--- config.mk ---
export PLATFORM = sky130hd
export DESIGN_NAME = aes_block_sequencer
export DESIGN_NICKNAME = d
export VERILOG_FILES = /design/src/rtl/aes_block_sequencer.sv
export SDC_FILE = /design/constraint.sdc
export NUM_CORES = 1
export LEC_CHECK = 0
export CAP_MARGIN = 20
export CORE_AREA = 2 2 357 359
export DETAILED_ROUTE_END_ITERATION = 7
export DIE_AREA = 0 0 359 361
export GPL_TIMING_DRIVEN = 0
export PLACE_DENSITY_LB_ADDON = 0.1
export SLEW_MARGIN = 40
export SYNTH_ARGS = -nofsm -noshare
export SYNTH_HDL_FRONTEND = slang
export SYNTH_SLANG_ARGS = --single-unit
--- constraint.sdc ---
create_clock -name clk -period 29.2 [get_ports clk]
set_clock_uncertainty 0.15 [all_clocks]
set_input_delay 5.84 -clock clk [delete_from_list [all_inputs] [get_ports clk]]
set_output_delay 5.84 -clock clk [all_outputs]
set_load 0.005 [all_outputs]
--- src/rtl/aes_block_sequencer.sv ---
// Sequences a combinational AES core over a stream of 128-bit blocks.
// The key is loaded and held. Each block is registered into the core,
// and the result is captured after a fixed settle time. The result is then
// returned over a valid/ready handshake. Optional CBC chaining XORs each
// plaintext with the previous ciphertext, or with the IV for the first block.
module aes_block_sequencer #(
  parameter int CORE_LAT = 2,
  parameter int CNT_W    = 16
) (
  input  logic             clk,
  input  logic             rst,
  input  logic [127:0]     key_in,
  input  logic [127:0]     iv_in,
  input  logic             cbc_en,
  input  logic             key_load,
  input  logic             in_valid,
  output logic             in_ready,
  input  logic [127:0]     in_data,
  output logic             out_valid,
  input  logic             out_ready,
  output logic [127:0]     out_data,
  output logic [127:0]     core_data,
  output logic [127:0]     core_key,
  input  logic [127:0]     core_result,
  output logic             busy,
  output logic [CNT_W-1:0] blk_count
);

  typedef enum logic [1:0] {
    IDLE = 2'd0,
    WAIT = 2'd1,
    HOLD = 2'd2
  } state_t;

  localparam logic [3:0] LAT_INIT = 4'(CORE_LAT);

  state_t       state;
  logic [127:0] chainReg;
  logic         cbcMode;
  logic         keyValid;
  logic [3:0]   waitCnt;

  // A block is accepted only in IDLE with a key present. A key_load in the
  // same cycle wins, so the block waits for the next cycle.
  assign in_ready = (state == IDLE) && keyValid && !key_load;
  assign busy     = (state != IDLE);

  // Sequencer FSM. It handles key load, block launch, settle countdown,
  // result capture and the output handshake.
  always_ff @(posedge clk or posedge rst) begin
    if (rst) begin
      state     <= IDLE;
      out_valid <= 1'b0;
      out_data  <= '0;
      core_data <= '0;
      core_key  <= '0;
      chainReg  <= '0;
      cbcMode   <= 1'b0;
      keyValid  <= 1'b0;
      waitCnt   <= '0;
      blk_count <= '0;
    end else begin
      case (state)
        IDLE: begin
          if (key_load) begin
            core_key  <= key_in;
            chainReg  <= iv_in;
            cbcMode   <= cbc_en;
            blk_count <= '0;
            keyValid  <= 1'b1;
          end else if (in_valid && in_ready) begin
            core_data <= cbcMode ? (in_data ^ chainReg) : in_data;
            waitCnt   <= LAT_INIT;
            state     <= WAIT;
          end
        end
        WAIT: begin
          if (waitCnt == 4'd1) begin
            // The core has settled. Capture the result, and keep it as the next chain value.
            out_data  <= core_result;
            chainReg  <= core_result;
            out_valid <= 1'b1;
            blk_count <= blk_count + CNT_W'(1);
            waitCnt   <= '0;
            state     <= HOLD;
          end else begin
            waitCnt <= waitCnt - 4'd1;
          end
        end
        HOLD: begin
          if (out_valid && out_ready) begin
            out_valid <= 1'b0;
            state     <= IDLE;
          end
        end
        default: begin
          state <= IDLE;
        end
      endcase
    end
  end

endmodule

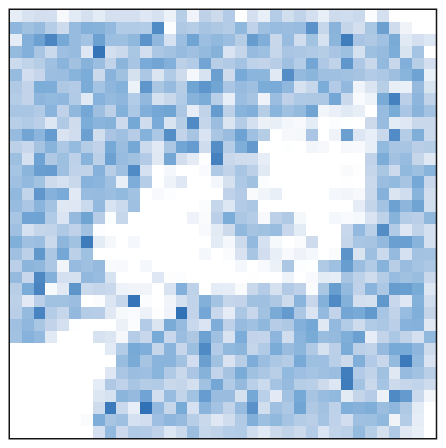
Fig. 1. Placement density heat map.
The die is cut into 36 by 36 equal tiles; white is low, dark blue is high, 0 to 100% covered.
emptiest ninth of the die: middle
mean over tiles: 27%
nearly empty tiles: 17%
fullest tile: 74%
Final Core Density: 0.293
standard cell core area: 0.125 sq mm
share of the core filled by cells before placement: 0.182

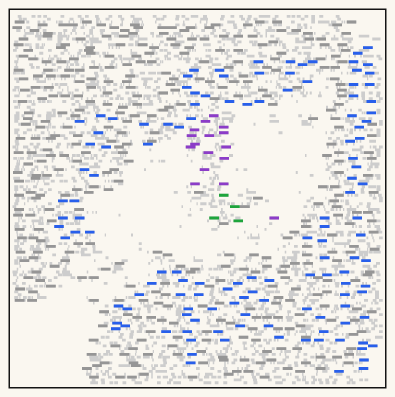
Fig. 2. Register map, names as in the netlist.
Other sequential cells in the stronger gray, the rest of the logic in the fainter gray.
[green] waitCnt | flops: 4 | where: middle
[blue] core_data | flops: 128 | where: all over the die
[purple] blk_count | flops: 16
not colored: 389
fraction of standard cell area that is sequential: 0.366
combined flip-flop and latch cell area: 0.0134 sq mm

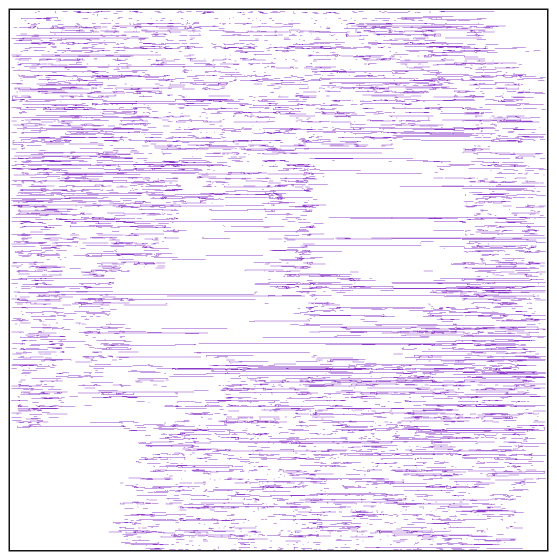
Fig. 3. Signal wires on met1.
longest straight run: 164 um
nets with wire on the layer: 3666
share of all routed wire: 38%
main direction: horizontal

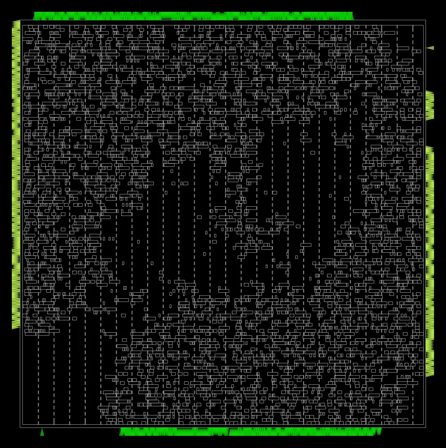
Fig. 4. Cell placement.
count of fill cells added during filler insertion: 13482
tap cell count: 1650
post-route non-filler standard cell count: 5168

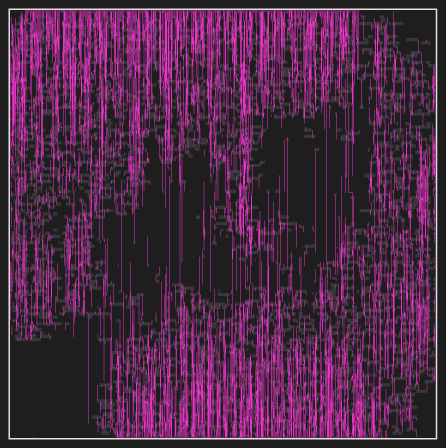
Fig. 5. M2 wires.
share of all routed wire: 53%
wire length on this layer: 64.8 mm
longest straight run: 165 um

==> impl_metrics.tcl <==
# collected from the flow reports
set metrics [dict create \
    run_status "completed" \
    placement.setup.worst_slack_ns 15.75 \
    slew_headroom 0.465 \
    synth.most_common_cell "nand2_1" \
    flops 537 \
    buffers_excl_clock 1074 \
    post_drt_wl_per_cell_um 23.7 \
    fp.dieW_um 359 \
    gp_congestion 0.798 \
    drive_gt1_frac 0.0570 \
    sh_comb_area 0.236 \
    cp_data_arrival_time_ns 7.39 \
    crit_path_start "key_load" \
    endpoint "in_ready" \
    syn-mean-instance-area_sq_um 9.31 \
    cts.root.buffer_cell "clkbuf_16" \
    post_cts.repair.setup_buffers 0 \
    synth_simple_gate_area_share 0.206 \
    timing.critical_path.slowest_cell_delay_ns 0.70 \
    number_of_global_route_vias_before_repair 21662 \
    cts.clk_slew.worst_paths_ns 0.06 \
    cell_count_of_the_worst_hold_path 2 \
    edf_count 0 \
    logic_family "simple AND/OR/NAND/NOR gates" \
    synth-async-reset-ratio 1.00 \
    grt_usage 0.186 \
    area_leaders "dfrtp_1, nand2_1, mux2i_1" \
]
